### src/rtl/sonar_pkg.sv
// Shared definitions for the sonar scheduler: FSM state encoding and 64 MHz timing defaults.
package sonar_pkg;

  typedef enum logic [2:0] {
    IDLE,
    TRIG,
    WAIT_RISE,
    MEASURE,
    REPORT,
    GAP
  } sonar_state_e;

  localparam int unsigned DEF_N_SENSORS   = 4;
  localparam int unsigned DEF_CNT_W       = 22;
  localparam int unsigned DEF_TRIG_CYCLES = 640;
  localparam int unsigned DEF_TIMEOUT     = 2_560_000;
  localparam int unsigned DEF_GAP_CYCLES  = 64_000;

  function automatic int unsigned max_u(input int unsigned a, input int unsigned b);
    return (a > b) ? a : b;
  endfunction

endpackage

### src/rtl/sonar_echo_timer.sv
// Echo front end for the selected sensor: synchronizer, edge detect, pulse width and timeout.
module sonar_echo_timer #(
  parameter int unsigned N_SENSORS = 4,
  parameter int unsigned CNT_W     = 22,
  parameter int unsigned TIMEOUT   = 2_560_000
) (
  input  logic                         clk,
  input  logic                         rst,
  input  logic [N_SENSORS-1:0]         echo,
  input  logic [$clog2(N_SENSORS)-1:0] sel,
  input  logic                         clear,
  input  logic                         waiting,
  input  logic                         measuring,
  output logic                         rise,
  output logic                         fall,
  output logic                         timeout_hit,
  output logic [CNT_W-1:0]             width
);

  logic [N_SENSORS-1:0] sync1;
  logic [N_SENSORS-1:0] sync2;
  logic                 lvl;
  logic [CNT_W-1:0]     timer;

  // lvl lags the synchronized bit by one cycle; MEASURE counts lvl so a pulse of
  // W synchronized cycles yields exactly W.
  always_ff @(posedge clk) begin
    if (rst) begin
      sync1 <= '0;
      sync2 <= '0;
      lvl   <= 1'b0;
      timer <= '0;
      width <= '0;
    end else begin
      sync1 <= echo;
      sync2 <= sync1;
      lvl   <= sync2[sel];

      if (clear) begin
        timer <= '0;
      end else if (waiting || measuring) begin
        timer <= timer + 1'b1;
      end

      if (waiting && rise) begin
        width <= '0;
      end else if (measuring && lvl && (width != '1)) begin
        width <= width + 1'b1;
      end
    end
  end

  assign rise        = waiting & sync2[sel] & ~lvl;
  assign fall        = measuring & ~lvl;
  assign timeout_hit = (waiting | measuring) & (timer == CNT_W'(TIMEOUT - 1));

endmodule

### src/rtl/sonar_scheduler.sv
// Round-robin ultrasonic sensor sequencer: one trigger at a time, echo width or timeout
// per sensor, plus a per-sensor near flag.
module sonar_scheduler
  import sonar_pkg::*;
#(
  parameter int unsigned N_SENSORS   = DEF_N_SENSORS,
  parameter int unsigned CNT_W       = DEF_CNT_W,
  parameter int unsigned TRIG_CYCLES = DEF_TRIG_CYCLES,
  parameter int unsigned TIMEOUT     = DEF_TIMEOUT,
  parameter int unsigned GAP_CYCLES  = DEF_GAP_CYCLES
) (
  input  logic                         clk,
  input  logic                         rst,
  input  logic                         enable,
  input  logic [CNT_W-1:0]             near_thresh,
  input  logic [N_SENSORS-1:0]         echo,
  output logic [N_SENSORS-1:0]         trigger,
  output logic                         dist_valid,
  output logic [$clog2(N_SENSORS)-1:0] dist_id,
  output logic [CNT_W-1:0]             dist_count,
  output logic                         dist_timeout,
  output logic [N_SENSORS-1:0]         near,
  output logic                         busy
);

  localparam int unsigned ID_W = $clog2(N_SENSORS);
  localparam int unsigned PH_W = $clog2(max_u(TRIG_CYCLES, GAP_CYCLES) + 1);

  sonar_state_e     state_q;
  sonar_state_e     state_d;
  logic [PH_W-1:0]  phase_cnt;
  logic [ID_W-1:0]  idx;
  logic             report_to;
  logic             gap_done;
  logic             trig_done;
  logic             rise;
  logic             fall;
  logic             timeout_hit;
  logic [CNT_W-1:0] width;

  sonar_echo_timer #(
    .N_SENSORS(N_SENSORS),
    .CNT_W    (CNT_W),
    .TIMEOUT  (TIMEOUT)
  ) u_echo_timer (
    .clk        (clk),
    .rst        (rst),
    .echo       (echo),
    .sel        (idx),
    .clear      (state_q == TRIG),
    .waiting    (state_q == WAIT_RISE),
    .measuring  (state_q == MEASURE),
    .rise       (rise),
    .fall       (fall),
    .timeout_hit(timeout_hit),
    .width      (width)
  );

  always_ff @(posedge clk) begin
    if (rst) begin
      state_q <= IDLE;
    end else begin
      state_q <= state_d;
    end
  end

  always_comb begin
    state_d   = state_q;
    report_to = 1'b0;
    trig_done = (phase_cnt == PH_W'(TRIG_CYCLES - 1));
    gap_done  = (state_q == GAP) && (phase_cnt == PH_W'(GAP_CYCLES - 1));
    case (state_q)
      IDLE: begin
        if (enable) state_d = TRIG;
      end
      TRIG: begin
        if (trig_done) state_d = WAIT_RISE;
      end
      WAIT_RISE: begin
        if (timeout_hit) begin
          state_d   = REPORT;
          report_to = 1'b1;
        end else if (rise) begin
          state_d = MEASURE;
        end
      end
      // Echo fall takes priority over a coincident timeout.
      MEASURE: begin
        if (fall) begin
          state_d = REPORT;
        end else if (timeout_hit) begin
          state_d   = REPORT;
          report_to = 1'b1;
        end
      end
      REPORT: begin
        state_d = GAP;
      end
      GAP: begin
        if (gap_done) state_d = enable ? TRIG : IDLE;
      end
      default: state_d = IDLE;
    endcase
  end

  always_comb begin
    trigger = '0;
    if (state_q == TRIG) trigger[idx] = 1'b1;
  end

  assign busy = (state_q != IDLE);

  always_ff @(posedge clk) begin
    if (rst) begin
      phase_cnt    <= '0;
      idx          <= '0;
      dist_valid   <= 1'b0;
      dist_id      <= '0;
      dist_count   <= '0;
      dist_timeout <= 1'b0;
      near         <= '0;
    end else begin
      if (state_d != state_q) begin
        phase_cnt <= '0;
      end else if ((state_q == TRIG) || (state_q == GAP)) begin
        phase_cnt <= phase_cnt + 1'b1;
      end

      if (gap_done) begin
        idx <= (idx == ID_W'(N_SENSORS - 1)) ? '0 : idx + 1'b1;
      end

      dist_valid <= 1'b0;
      if (state_d == REPORT) begin
        dist_valid   <= 1'b1;
        dist_id      <= idx;
        dist_timeout <= report_to;
        dist_count   <= report_to ? CNT_W'(TIMEOUT) : width;
        near[idx]    <= !report_to && (width <= near_thresh);
      end
    end
  end

endmodule

### config.mk
export PLATFORM = sky130hd
export DESIGN_NAME = sonar_scheduler
export DESIGN_NICKNAME = d
export VERILOG_FILES = /design/src/rtl/sonar_pkg.sv /design/src/rtl/sonar_echo_timer.sv /design/src/rtl/sonar_scheduler.sv
export SDC_FILE = /design/constraint.sdc
export NUM_CORES = 1
export LEC_CHECK = 0
export ABC_AREA = 1
export CAP_MARGIN = 5
export CORE_UTILIZATION = 50
export DETAILED_ROUTE_END_ITERATION = 10
export MAX_ROUTING_LAYER = met4
export PLACE_DENSITY = 0.81
export SLEW_MARGIN = 20
export SYNTH_ARGS = -nofsm -noshare
export SYNTH_HDL_FRONTEND = slang
export SYNTH_SLANG_ARGS = --single-unit
export TNS_END_PERCENT = 20
### constraint.sdc
create_clock -name clk -period 4.46 [get_ports clk]
set_clock_uncertainty 0.05 [all_clocks]
set_input_delay 1.338 -clock clk [delete_from_list [all_inputs] [get_ports clk]]
set_output_delay 1.338 -clock clk [all_outputs]
set_load 0.05 [all_outputs]
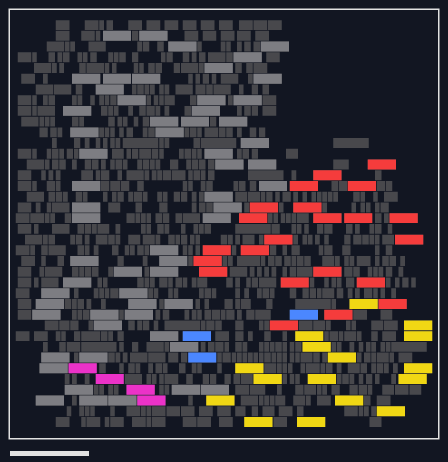
*Register map, names as in the netlist*
The bar under the picture is 20 µm long. Other sequential cells in the stronger grey, the rest of the logic in the fainter grey.
[u_echo_timer.timer] red | flops: 22
[state_q] blue | flops: 3
[phase_cnt] yellow | flops: 16
[u_echo_timer.sync2] magenta | flops: 4 | where: bottom left
reported sequential group power: 0.000936 W
footprint of the flip-flops and latches: 0.00208 mm²
utilization of the core after routing: 0.610
share of the final layout cell area in sequential cells: 0.312

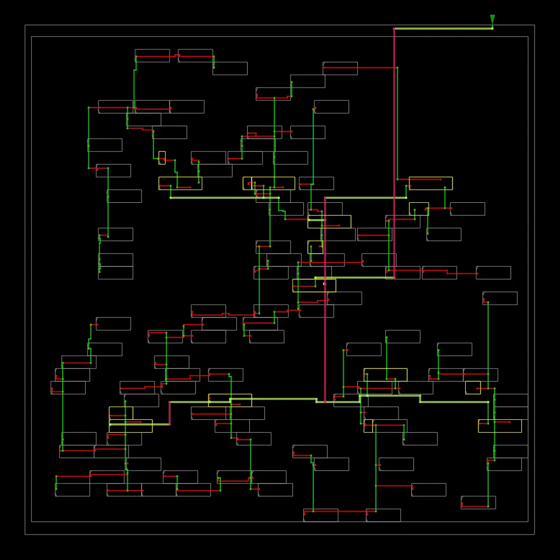
*Clock routing*
clk sink count: 104
Clock Latency Late Sink: 0.35 ns
CTS Buf Count: 9

==> impl_table.tex <==
% Table of physical implementation metrics
\begin{tabular}{lr}
\hline
Metric & Value \\
\hline
\multicolumn{2}{l}{\textbf{Status}} \\
Outcome & finished clean \\
\multicolumn{2}{l}{\textbf{Synthesis}} \\
Cell accounting for the most synthesized area & dfxtp\_1 \\
Post-synthesis adder-cell area fraction & 0.0639 \\
Fraction of the mapped netlist area in compound gates & 0.0908 \\
Syn\_area\_per\_cell & 6.96 µm² \\
Top cells by count & nand2\_1, inv\_1, dfxtp\_1, nor2\_1, nand3\_1 \\
Ys async rst share & 0 \\
\multicolumn{2}{l}{\textbf{Global route}} \\
GRT overflow & 0 \\
Global-route track usage on met2 & 0.388 \\
Number of antenna violations at the first check in global routing & 0 \\
\multicolumn{2}{l}{\textbf{Clock network}} \\
Number of gates resized after CTS & 0 \\
Number of setup buffers added after CTS & 0 \\
Maximum buffer depth of the clock tree & 2 \\
CTS HTree Levels & 3 \\
\multicolumn{2}{l}{\textbf{Floorplan}} \\
Well tap count & 140 \\
Number of primary I/O pins & 64 \\
Chip area & 0.0118 mm² \\
Site row count & 38 \\
DIE WIDTH & 109 µm \\
\multicolumn{2}{l}{\textbf{Detailed routing}} \\
Detail-routed net length per standard cell & 12.7 µm \\
Antenna viol nets, final & 0 \\
Max layer used & met4 \\
DRC Markers & 0 \\
\multicolumn{2}{l}{\textbf{Layout}} \\
Number of cells in the finished layout apart from fillers & 1,020 \\
Synth-to-layout area growth & 17.6\% \\
Registers with the most flip-flops & dist\_count (22), u\_echo\_timer.timer (22), u\_echo\_timer.width (22) \\
Most frequent logic cells in the routed design & nand2\_1, inv\_1, dfxtp\_1 \\
Final layout net count & 933 \\
\multicolumn{2}{l}{\textbf{Power}} \\
Total clock network power & 0.000750 W \\
Worst IR drop on VDD & 281 µV \\
Switching part of the total & 0.232 \\
Proportion of power drawn by combinational gates & 0.057 \\
Cell leakage power & 2.68 nW \\
Sequential Power Share & 0.523 \\
Reported combinational group power & 0.000102 W \\
\multicolumn{2}{l}{\textbf{Setup path}} \\
Biggest fanout along the worst timing path & 6 \\
Category of the critical setup timing path & reg -> out \\
Data arrival at the endpoint of the critical path & 2.30 ns \\
Element type at the critical path end & output pin \\
Worst reg2reg path startpoint & u\_echo\_timer.timer[0] \\
\multicolumn{2}{l}{\textbf{STA}} \\
Rel. slew slack & 0.315 \\
Max Fclk & 0.271 GHz \\
Worst slew pin tran & 1.02 ns \\
Unrepaired setup endpoints after global routing & false \\
\multicolumn{2}{l}{\textbf{Hold path}} \\
End point of the worst hold path & u\_echo\_timer.sync2[0] \\
Hold path cells & 2 \\
\multicolumn{2}{l}{\textbf{Place}} \\
HPWL after detailed placement & 9560 µm \\
\hline
\end{tabular}
-- stage by stage --
step,power [W],setup slack (ns),hold slack (ns),cell area [µm²],utilization
final,0.00179,0.776,0.350,6670,0.610
after global routing,0.00185,0.632,0.376,6670,0.610
after CTS,0.00181,0.768,0.352,6670,0.610
after detailed placement,0.00106,1.03,0.342,6390,0.585
after global placement,0.00106,1.04,0.341,6390,0.585
after floorplan,0.00102,1.57,0.338,5680,-
-- how the worst max path moves through the flow --
stage | start | to | slack, ns
floorplan | state_q[0] | trigger[0] | 1.57
global placement | near_thresh[5] | near[3] | 1.04
detailed placement | near_thresh[5] | near[2] | 1.03
CTS | state_q[0] | trigger[2] | 0.77
global route | state_q[0] | trigger[0] | 0.63
finish | state_q[0] | trigger[0] | 0.78
No activity file was given, so power comes from the tool's default toggle rates.
